==> run_1/layer_met1.png <==
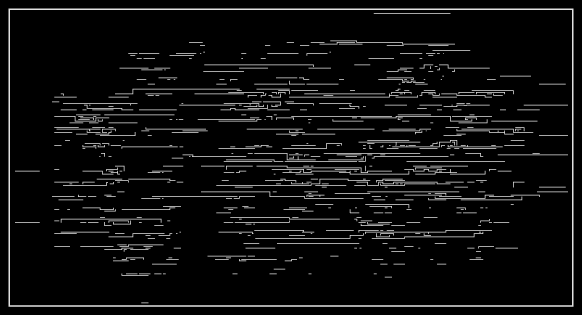
==> run_1/layer_met2.png <==
The bar under the picture is 20 um long.
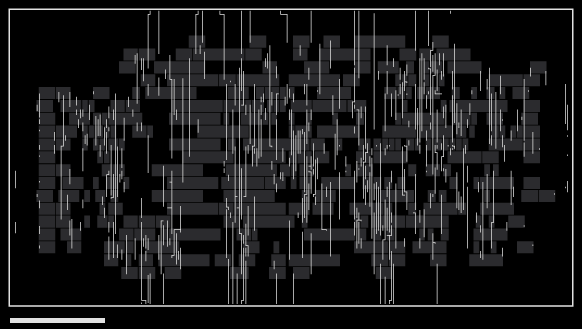
==> run_1/layer_met3.png <==
The bar under the picture is 20 um long.
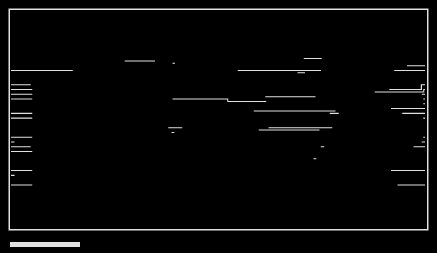
==> run_1/congestion.png <==
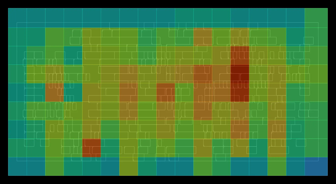
<file path="src/rtl/pipelined_cla_adder.sv">
// Pipelined carry-lookahead add/subtract unit with valid/ready streaming and ALU flags.
// Lookahead groups are spread LSB-first over STAGES registers; the last register is the output.
module pipelined_cla_adder #(
  parameter int unsigned WIDTH  = 16,
  parameter int unsigned GROUP  = 4,
  parameter int unsigned STAGES = 2
) (
  input  logic             clk,
  input  logic             rst,
  input  logic             in_valid,
  output logic             in_ready,
  input  logic [WIDTH-1:0] a,
  input  logic [WIDTH-1:0] b,
  input  logic             cin,
  input  logic             sub,
  output logic             out_valid,
  input  logic             out_ready,
  output logic [WIDTH-1:0] sum,
  output logic             cout,
  output logic             ovf,
  output logic             zero
);

  localparam int unsigned NG   = WIDTH / GROUP;
  localparam int unsigned LAST = STAGES - 1;

  // Per-stage combinational inputs (stage 0 from the ports, later stages from the pipe)
  logic [WIDTH-1:0] op_a   [STAGES];
  logic [WIDTH-1:0] op_b   [STAGES];
  logic [WIDTH-1:0] psum   [STAGES];
  logic             cin_s  [STAGES];
  logic             vld_s  [STAGES];

  // Per-stage combinational results
  logic [WIDTH-1:0] sum_d  [STAGES];
  logic             cout_d [STAGES];
  logic             cmsb_d [STAGES];

  // Inter-stage registers: operands travel with the beat so no slice is resampled
  logic [WIDTH-1:0] a_q    [STAGES];
  logic [WIDTH-1:0] b_q    [STAGES];
  logic [WIDTH-1:0] psum_q [STAGES];
  logic             c_q    [STAGES];
  logic             vld_q  [STAGES];

  logic             out_valid_q;
  logic [WIDTH-1:0] sum_q;
  logic             cout_q;
  logic             ovf_q;
  logic             zero_q;
  logic             advance;

  assign advance  = out_ready | ~out_valid_q;
  assign in_ready = advance;

  // Subtract folds into the add as a + ~b + ~cin
  assign op_a[0]  = a;
  assign op_b[0]  = sub ? ~b : b;
  assign psum[0]  = '0;
  assign cin_s[0] = cin ^ sub;
  assign vld_s[0] = in_valid;

  for (genvar s = 1; s < STAGES; s++) begin : g_link
    assign op_a[s]  = a_q[s-1];
    assign op_b[s]  = b_q[s-1];
    assign psum[s]  = psum_q[s-1];
    assign cin_s[s] = c_q[s-1];
    assign vld_s[s] = vld_q[s-1];
  end

  for (genvar s = 0; s < STAGES; s++) begin : g_stage
    localparam int unsigned G_LO = s * NG / STAGES;
    localparam int unsigned G_HI = (s + 1) * NG / STAGES;
    localparam int unsigned NGS  = G_HI - G_LO;
    localparam int unsigned SW   = NGS * GROUP;
    localparam int unsigned LO   = G_LO * GROUP;

    logic [SW-1:0]    pb;
    logic [SW-1:0]    gb;
    logic [SW-1:0]    cb;
    logic [NGS-1:0]   gg;
    logic [NGS-1:0]   pp;
    logic [NGS:0]     cg;
    logic [WIDTH-1:0] ns;
    logic             acc;
    logic             prod;

    always_comb begin
      pb   = op_a[s][LO +: SW] ^ op_b[s][LO +: SW];
      gb   = op_a[s][LO +: SW] & op_b[s][LO +: SW];
      gg   = '0;
      pp   = '1;
      cg   = '0;
      cb   = '0;
      acc  = 1'b0;
      prod = 1'b1;

      for (int unsigned j = 0; j < NGS; j++) begin
        for (int unsigned k = 0; k < GROUP; k++) begin
          gg[j] = gb[j*GROUP+k] | (pb[j*GROUP+k] & gg[j]);
          pp[j] = pp[j] & pb[j*GROUP+k];
        end
      end

      // Each group carry is an independent sum of products over G/P, no group-to-group chain
      for (int unsigned j = 0; j <= NGS; j++) begin
        acc  = 1'b0;
        prod = 1'b1;
        for (int unsigned m = j; m > 0; m--) begin
          acc  = acc | (prod & gg[m-1]);
          prod = prod & pp[m-1];
        end
        cg[j] = acc | (prod & cin_s[s]);
      end

      for (int unsigned j = 0; j < NGS; j++) begin
        for (int unsigned k = 0; k < GROUP; k++) begin
          acc  = 1'b0;
          prod = 1'b1;
          for (int unsigned m = k; m > 0; m--) begin
            acc  = acc | (prod & gb[j*GROUP+m-1]);
            prod = prod & pb[j*GROUP+m-1];
          end
          cb[j*GROUP+k] = acc | (prod & cg[j]);
        end
      end

      ns            = psum[s];
      ns[LO +: SW]  = pb ^ cb;
    end

    assign sum_d[s]  = ns;
    assign cout_d[s] = cg[NGS];
    assign cmsb_d[s] = cb[SW-1];
  end

  always_ff @(posedge clk) begin
    if (rst) begin
      for (int unsigned s = 0; s < STAGES; s++) begin
        vld_q[s] <= 1'b0;
      end
      out_valid_q <= 1'b0;
      sum_q       <= '0;
      cout_q      <= 1'b0;
      ovf_q       <= 1'b0;
      zero_q      <= 1'b0;
    end else if (advance) begin
      for (int unsigned s = 0; s < LAST; s++) begin
        vld_q[s]  <= vld_s[s];
        a_q[s]    <= op_a[s];
        b_q[s]    <= op_b[s];
        psum_q[s] <= sum_d[s];
        c_q[s]    <= cout_d[s];
      end
      out_valid_q <= vld_s[LAST];
      // Flags only load for real beats so bubble operands never reach them
      if (vld_s[LAST]) begin
        sum_q  <= sum_d[LAST];
        cout_q <= cout_d[LAST];
        ovf_q  <= cout_d[LAST] ^ cmsb_d[LAST];
        zero_q <= ~|sum_d[LAST];
      end
    end
  end

  assign out_valid = out_valid_q;
  assign sum       = sum_q;
  assign cout      = cout_q;
  assign ovf       = ovf_q;
  assign zero      = zero_q;

endmodule

</file>
<file path="config.mk">
export PLATFORM = sky130hd
export DESIGN_NAME = pipelined_cla_adder
export DESIGN_NICKNAME = d
export VERILOG_FILES = /design/src/rtl/pipelined_cla_adder.sv
export SDC_FILE = /design/constraint.sdc
export NUM_CORES = 1
export LEC_CHECK = 0
export ABC_AREA = 1
export CAP_MARGIN = 40
export CORE_ASPECT_RATIO = 0.5
export CORE_MARGIN = 3
export CORE_UTILIZATION = 37
export CTS_CLUSTER_DIAMETER = 40
export DETAILED_ROUTE_END_ITERATION = 16
export GPL_TIMING_DRIVEN = 0
export SLEW_MARGIN = 40
export SYNTH_ARGS = -nofsm -noshare
export SYNTH_HDL_FRONTEND = slang
export SYNTH_SLANG_ARGS = --single-unit
export TNS_END_PERCENT = 100
</file>
<file path="constraint.sdc">
create_clock -name clk -period 9.3 [get_ports clk]
set_clock_uncertainty 0.15 [all_clocks]
set_input_delay 2.325 -clock clk [delete_from_list [all_inputs] [get_ports clk]]
set_output_delay 2.325 -clock clk [all_outputs]
set_load 0.005 [all_outputs]
</file>
==> flow_metrics.tcl, run 1 <==
# place-and-route summary
set metrics [dict create \
    fp_nets 300 \
    hold_depth 2 \
    fin_setup_tns_ps 0 \
    wl_per_cell_um 12.31 \
    syn_avg_cell_area_um2 9.746 \
    place_hpwl_um 3931 \
    antenna_found_initial 0 \
    io_pins 59 \
    synthCells 242 \
    antenna_cells 0 \
    slew_headroom 0.7467 \
    yosysSeqAreaShare 0.5008 \
    vias 1803 \
    cts_buffer_depth 2 \
    status "completed" \
    ys_ff 46 \
    worst-setup-path-type "primary input to primary output" \
    path_delay_family "buffers and inverters" \
    dp_cells 384 \
    drt_first_pass_iters 4 \
    dpl_worst_slack_ps 3374 \
    min-delay-start "ovf$_SDFFE_PP0P_" \
    gp_congestion 0.8367 \
    end_kind "primary output" \
    final_area_um2 3194 \
    rsz0062_at_grt "false" \
    finish.utilization 0.5507 \
    cpMostUsedCell "clkdlybuf4s50_1" \
    syn_area_um2 2359 \
    drc 0 \
    peakVddDrop_uv 76.60 \
    htreeDepth 2 \
    core-area_um2 5801 \
    worst_pin_slew_ps 379.9 \
    holdWs_ps 318.9 \
    reg2reg_depth 12 \
    cp_data_arrival_time_ps 3450 \
    cp.required_ps 6830 \
    grt-ovfl-total 0 \
    fp-row-count 19 \
    grt_pass1_vias 1686 \
    cp_cell_sequence "clkdlybuf4s50_1 -> inv_1 -> nand2_1 -> clkdlybuf4s50_1" \
    grt_max_degree 23 \
    largest_register_ffs 16 \
    drive_gt1_frac 0.05844 \
    p_leak_uw 0.001374 \
    crit_start "out_ready" \
    layout_top_cell "clkdlybuf4s50_1" \
    crit_cells 4 \
    cts_resized 0 \
    area_growth_pct 35.44 \
    final_cells 392 \
    warnings 26 \
    postCtsSetupBuffers 0 \
    slowest_delay_ps 520 \
    layout_min_cycle_time_ps 5928 \
    yosysUniqueCellTypes 24 \
    cellPowerDensity_nw_per_um2 170.4 \
    fillers 559 \
    path_clk_slew_ps 60 \
    clk_latency_ps 280 \
    yosysCellCount 242 \
    cp.buffers_inverters 3 \
    worst_slack_ps 3372 \
    nNetsFinal 365 \
    async_reset_ff_frac 0 \
    power_uw 544.3 \
    hold_violations 0 \
    initial_core_util 0.4066 \
    cp_max_fo 5 \
    die_y_um 62.46 \
]
About layer_met1.png:
The longest straight run is 23.0 um. The wires run mostly horizontal. 325 nets have wire on it. The layer holds 50% of the routed length.

About layer_met2.png:
The wires run mostly vertical. The layer holds 43% of the routed length.

About layer_met3.png:
The longest straight run is 23.5 um. The layer holds 6.3% of the routed length. 39 nets have wire on it.

About congestion.png:
global-route layer with the greatest usage: met2
met2 Use GR: 0.2014
met3 usage: 0.03345

run 1: cells in the mapped netlist (4+ instances only):
cell type,number,area (um2)
xnor2_1,5,43.79
o21ai_0,16,80.08
xor2_1,20,175.2
ha_1,16,200.2
nand3_1,11,55.05
edfxtp_1,26,780.8
fa_1,4,80.08
nand2_2,4,25.02
nor2_1,28,105.1
a21oi_1,12,60.06
nand2_1,35,131.4
inv_1,27,101.4
dfxtp_1,20,400.4
run 1: per-layer routing:
layer	global-route usage	vias to the layer above	part of all wire
met1	0.1864	820	0.50
met4	0.04473	0	0.013
met3	0.03345	7	0.063
li1	-	920	-
met2	0.2014	56	0.43
met5	0	-	0
run 1: power breakdown:
part,internal (uW),switching [uW]
logic,61.5,62.1
registers,240,11.9
clock network,101,67.7
run 1: worst reg2reg max path: stages, from the launching register on:
cell      delay, ps
edfxtp_1        360
ha_1            310
or2_1           240
nand3_1         100
nand3_2          90
fa_1            380
xnor2_1         280
nand3_1         110
nor2_1          110
nand2_1          70
nor2_1          110
nand3_1          90
a21oi_1         120
run 1: layout make-up:
| class | instances | area, um2 | area share |
|---|---|---|---|
| clock buffers | 8 | 137.6 | 0.04309 |
| repair buffers | 58 | 585.6 | 0.1833 |
| flip-flops and latches | 46 | 1181 | 0.3698 |
| plain buffers | 6 | 33.78 | 0.01058 |
| multi-input cells | 163 | 1050 | 0.3286 |
| well taps | 84 | 105.1 | 0.03290 |
| inverters | 27 | 101.3 | 0.03173 |
run 1: kinds of logic (layout without fill, tap and decap cells):
group,Yosys count,after routing,synth area share
and+or+nand+nor,85,85,0.1544
DFF,46,46,0.5008
AOI/OAI and AO/OA,33,33,0.07587
buffers and inverters,33,99,0.05729
xor gates and xnor gates,25,25,0.09284
adders and majority gates,20,20,0.1188
==> run 1 -> run 2 <==
==> constraint.sdc (replaced) <==
create_clock -name clk -period 5.65 [get_ports clk]
set_clock_uncertainty 0.15 [all_clocks]
set_input_delay 1.4125 -clock clk [delete_from_list [all_inputs] [get_ports clk]]
set_output_delay 1.4125 -clock clk [all_outputs]
set_load 0.005 [all_outputs]
==> run 2 against run 1 <==
- via count is the same
- wire length is the same
- die area is the same
- synthesized area did not move
- sequential share of layout area unchanged
- combinational power increased by 65%
- non-clock buffer count did not move
- total power increased by 65%
- first-iteration DRC count unchanged
- cell area did not move
- cell count did not move
- global-route usage stayed put
- critical endpoint unchanged
==> flow_metrics.tcl, run 2 <==
# place-and-route summary
set metrics [dict create \
    drc 0 \
    drive_gt1_frac 0.05844 \
    power_sequential_uw 415 \
    clk_latency_ps 280 \
    worst_pin_slew_ps 379.9 \
    grt-ovfl-total 0 \
    fillers 559 \
    antenna_found_initial 0 \
    top_cells_by_count "nand2_1 (35), nor2_1 (28), inv_1 (27)" \
    cp.required_ps 4090 \
    cts_buffer_depth 2 \
    worst_slack_ps 1547 \
    cts_buffers 5 \
    slowest_delay_ps 520 \
    syn_avg_cell_area_um2 9.746 \
    power-top-group "registers" \
    pg_clk_uw 278 \
    worst-setup-path-type "primary input to primary output" \
    path_delay_family "buffers and inverters" \
    seqPwrFrac 0.463 \
    layout_min_cycle_time_ps 4103 \
    cellPowerDensity_nw_per_um2 280.5 \
    core-area_um2 5801 \
    p_int_uw 662.6 \
    path_clk_slew_ps 60 \
    combPwrFrac 0.227 \
    grt_max_degree 23 \
    io_pins 59 \
    ys_ff 46 \
    syn_area_um2 2359 \
    place_hpwl_um 3931 \
    p_clk_frac 0.310 \
    cp.buffers_inverters 3 \
    fin_setup_tns_ps 0 \
    nNetsFinal 365 \
    cpMostUsedCell "clkdlybuf4s50_1" \
    postCtsSetupBuffers 0 \
    synthCells 242 \
    status "completed" \
    hold_violations 0 \
    warnings 26 \
    fp-row-count 19 \
    end_kind "primary output" \
    largest_area_cell "edfxtp_1" \
    antenna_cells 0 \
    largest_register_ffs 16 \
    yosysSeqAreaShare 0.5008 \
    topCellsByArea "edfxtp_1 (33%), dfxtp_1 (17%), ha_1 (8.5%)" \
    cp_max_fo 5 \
    comb_cell_power_uw 204 \
    rsz0062_at_grt "false" \
    drt_first_pass_iters 4 \
    gp_congestion 0.8367 \
    yosysCellCount 242 \
    power.switching_uw 233.3 \
    initial_core_util 0.4066 \
    slew_headroom 0.7467 \
    yosys.cell_count.top_type "nand2_1" \
    cts_resized 0 \
    cp_cell_sequence "clkdlybuf4s50_1 -> inv_1 -> nand2_1 -> clkdlybuf4s50_1" \
    yosysUniqueCellTypes 24 \
    layout_top_cell "clkdlybuf4s50_1" \
    async_reset_ff_frac 0 \
    htreeDepth 2 \
    peakVddDrop_uv 126.1 \
    fp_nets 300 \
    dpl_worst_slack_ps 1549 \
    cp_data_arrival_time_ps 2540 \
]
==> run 2: cell counts after synthesis <==
Identical to the previous run, type by type.
==> run 2: layer usage <==
metal	global-route usage	wire [um]	share of wire
met1	0.1864	2389	0.50
met2	0.2014	2071	0.43
met3	0.03345	303	0.063
met4	0.04473	62	0.013
met5	0	0	0
==> run 2: layout make-up <==
class | instances | area [um2] | share of cell area
Sequential cell | 46 | 1181 | 0.3698
Multi-Input combinational cell | 163 | 1050 | 0.3286
Timing Repair Buffer | 58 | 585.6 | 0.1833
Clock buffer | 8 | 137.6 | 0.04309
Tap cell | 84 | 105.1 | 0.03290
Inverter | 27 | 101.3 | 0.03173
Buffer | 6 | 33.78 | 0.01058
==> run 2: kinds of logic (layout without fill, tap and decap cells) <==
kind of cell / count (synthesis) / count (layout) / synth area share
AND-OR/OR-AND: 33 / 33 / 0.07587
XOR/XNOR: 25 / 25 / 0.09284
adder cells (fa/ha/maj): 20 / 20 / 0.1188
buffers and inverters: 33 / 99 / 0.05729
flip-flops: 46 / 46 / 0.5008
AND/OR/NAND/NOR: 85 / 85 / 0.1544
==> run 2: worst paths after layout <==
check	cells after the start	end	slack, ps	from
worst max-delay path	4	in_ready	1550	out_ready
worst min-delay path	2	ovf$_SDFFE_PP0P_	320	ovf$_SDFFE_PP0P_
worst max register to register	12	zero$_SDFFE_PP0P_	3060	b_q[0][10]$_DFFE_PP_
worst min register to register	2	ovf$_SDFFE_PP0P_	320	ovf$_SDFFE_PP0P_
==> run 2: per-stage QoR <==
stage,hold WS (ps),instances,util,total power (uW)
4_1_cts,323.5,392,0.5507,906.8
3_3_place_gp,309.6,383,0.5231,619.6
6_report,318.9,392,0.5507,895.9
5_1_grt,350.7,392,0.5507,948.1
2_1_floorplan,305.7,242,-,534.8
3_5_place_dp,314.0,384,0.5270,627.2
==> run_2/detail.png <==
The bar under the picture is 5 um long. Window x 20 to 40, y 37 to 57 um. Cells in gray, sequential cells in the stronger gray; small squares are vias.
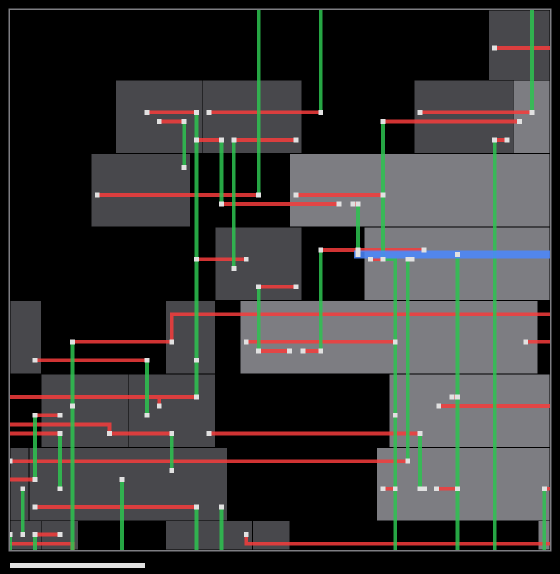
Key: blue = metal 3; green = metal 2; red = metal 1
16 logic cells have their middle in the window. Most frequent: edfxtp_1 (5), clkdlybuf4s50_1 (4), xor2_1 (3). Netlist names of flops here include `b_q` (3). Sequential cells in the window: 5.

==> run_2/congestion.png <==
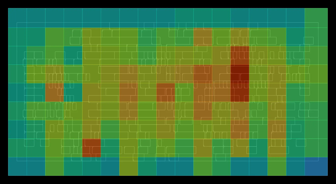
final core utilization: 0.5507
GRT Util Overall: 0.1331
WL/cell: 12.31 um

==> run 2 -> run 3 <==
==> constraint.sdc (replaced) <==
create_clock -name clk -period 3.8 [get_ports clk]
set_clock_uncertainty 0.15 [all_clocks]
set_input_delay 0.95 -clock clk [delete_from_list [all_inputs] [get_ports clk]]
set_output_delay 0.95 -clock clk [all_outputs]
set_load 0.005 [all_outputs]
==> run 3 against run 2 <==
- cell area did not move
- die area did not move
- non-clock buffer count did not move
- wire length did not move
- utilization did not move
- flip-flop count did not move
- global-route usage did not move
- worst setup slack got worse by 920 ps
- first-iteration DRC count did not move
- synthesized cell count did not move
- critical endpoint unchanged
==> flow_metrics.tcl, run 3 <==
# place-and-route summary
set metrics [dict create \
    status "completed" \
    io_buffer_count 57 \
    dpl_worst_slack_ps 374.0 \
    io_pins 59 \
    slew_headroom 0.7467 \
    cp_max_fo 5 \
    peakVddDrop_uv 187.5 \
    layout_top_cell "clkdlybuf4s50_1" \
    drt_wl_total_um 4826 \
    maxSlewViolCount 0 \
    syn_area_um2 2359 \
    p_leak_uw 0.001374 \
    vias 1803 \
    yosysUniqueCellTypes 24 \
    fp_nets 300 \
    yosys_warnings 0 \
    clk_latency_ps 280 \
    lay_top_cells "clkdlybuf4s50_1 (57), nand2_1 (35), inv_1 (27), nor2_1 (27), edfxtp_1 (26)" \
    synthCells 242 \
    synth_top_area_share 0.3310 \
    drv_cap 0 \
    ctsHoldBuffers 0 \
    ys_ff 46 \
    syn_avg_cell_area_um2 9.746 \
    gp_congestion 0.8367 \
    grtUsageTotal 0.1331 \
    yosys.cell_count.top_type "nand2_1" \
    cts.root.buffer_cell "clkbuf_16" \
    grt-ovfl-total 0 \
    worst-setup-path-type "primary input to primary output" \
    cts_buffers 5 \
    top_cells_by_count "nand2_1 (35), nor2_1 (28), inv_1 (27)" \
    cts_tree "built" \
    hold_violations 0 \
    holdWs_ps 318.9 \
    power_uw 1332 \
    edf_count 26 \
    largest_register_ffs 16 \
    worst_slack_ps 622.4 \
    largest_area_cell "edfxtp_1" \
    cts.sinks 46 \
    fp-row-count 19 \
    ys_area_um2 2359 \
    hp-class "flip-flop to flip-flop" \
    met3_usage 0.03345 \
    topCellsByArea "edfxtp_1 (33%), dfxtp_1 (17%), ha_1 (8.5%)" \
    core-area_um2 5801 \
    cp_data_arrival_time_ps 2080 \
    busiest_layer "met2" \
    fillers 559 \
    final_area_um2 3194 \
    final_cells 392 \
    cp.required_ps 2700 \
    drive_gt1_frac 0.05844 \
    yosysSeqAreaShare 0.5008 \
    via_per_inst 4.599 \
    cellPowerDensity_nw_per_um2 417.0 \
    postCtsSetupBuffers 0 \
    dp_cells 384 \
    ys.flop_type "edfxtp_1" \
    fin_setup_tns_ps 0 \
    path_clk_slew_ps 60 \
    max_freq_mhz 314.7 \
    grt_pass1_wl_um 7852 \
    wl_per_cell_um 12.31 \
    initialDrtViolationCount 86 \
    cts_resized 0 \
    grt.met2_usage 0.2014 \
    warnings 26 \
    antenna_cells 0 \
    rsz0062_at_grt "false" \
    end_kind "primary output" \
    setup-violations-final 0 \
    placed_cell_area_um2 3057 \
    grt_max_degree 23 \
    cts_buffer_depth 2 \
    place_hpwl_um 3931 \
    die_x_um 118.9 \
    area_growth_pct 35.44 \
    drt_first_pass_iters 4 \
    finalClockPeriodUsage 0.8362 \
    grt_pass1_vias 1686 \
    async_reset_ff_frac 0 \
    antenna_left 0 \
    htreeDepth 2 \
    nNetsFinal 365 \
    worst_pin_slew_ps 379.9 \
    finish.utilization 0.5507 \
    die_y_um 62.46 \
    antenna_found_initial 0 \
    die_area_um2 7427 \
    initial_core_util 0.4066 \
    drc 0 \
    critPathLaunchType "primary input" \
    yosysCellCount 242 \
    layout_min_cycle_time_ps 3178 \
]
-- run 3: cell counts in the layout (fill, tap and decap cells not counted) --
Identical to the previous run, type by type.
-- run 3: logic make-up after synthesis --
group	Yosys count	share of synthesized area
adders and majority gates	20	0.1188
DFF	46	0.5008
xor gates and xnor gates	25	0.09284
and+or+nand+nor	85	0.1544
buffers and inverters	33	0.05729
AOI/OAI and AO/OA	33	0.07587
-- run 3: worst max-delay path: stages --
cell and delay [ps]:
clkdlybuf4s50_1 460, inv_1 40, nand2_1 110, clkdlybuf4s50_1 520
-- run 3: worst paths after layout --
check | start | endpoint | slack [ps] | cells past startpoint
worst min register to register | ovf$_SDFFE_PP0P_ | ovf$_SDFFE_PP0P_ | 320 | 2
worst max-delay path | out_ready | in_ready | 620 | 4
worst max register to register | b_q[0][10]$_DFFE_PP_ | zero$_SDFFE_PP0P_ | 1210 | 12
worst min-delay path | ovf$_SDFFE_PP0P_ | ovf$_SDFFE_PP0P_ | 320 | 2
-- run 3: cell type report --
type | count | area (um2) | area share
repair buffers | 58 | 585.6 | 0.1833
multi-input cells | 163 | 1050 | 0.3286
flip-flops and latches | 46 | 1181 | 0.3698
plain buffers | 6 | 33.78 | 0.01058
clock buffers | 8 | 137.6 | 0.04309
well taps | 84 | 105.1 | 0.03290
inverters | 27 | 101.3 | 0.03173
-- run 3: where the power goes --
part,internal (uW),switching (uW),leakage (uW)
Clock,247,166,0.0000681
Sequential,588,29.2,0.000420
Combinational,151,152,0.000886
-- run 3: routing by layer --
metal	up-vias	wire length [um]	share of wire
li1	920	-	-
met1	820	2389	0.50
met2	56	2071	0.43
met3	7	303	0.063
met4	0	62	0.013
met5	-	0	0
==> run_3/layer_met2.png <==
The bar under the picture is 20 um long.
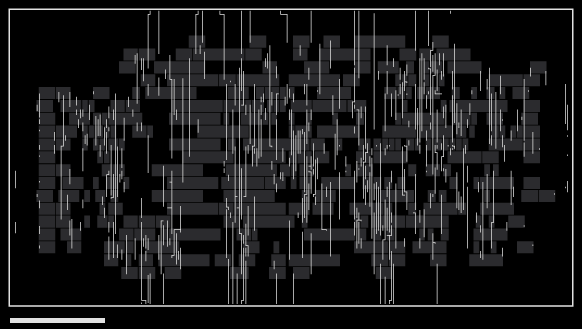
The layer carries 2070 um of wire. The longest straight run is 35.0 um. 305 nets have wire on it.

==> run_3/congestion.png <==
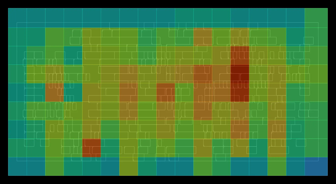
M1 GR Usage: 0.1864

Power and IR drop assume default switching activity.
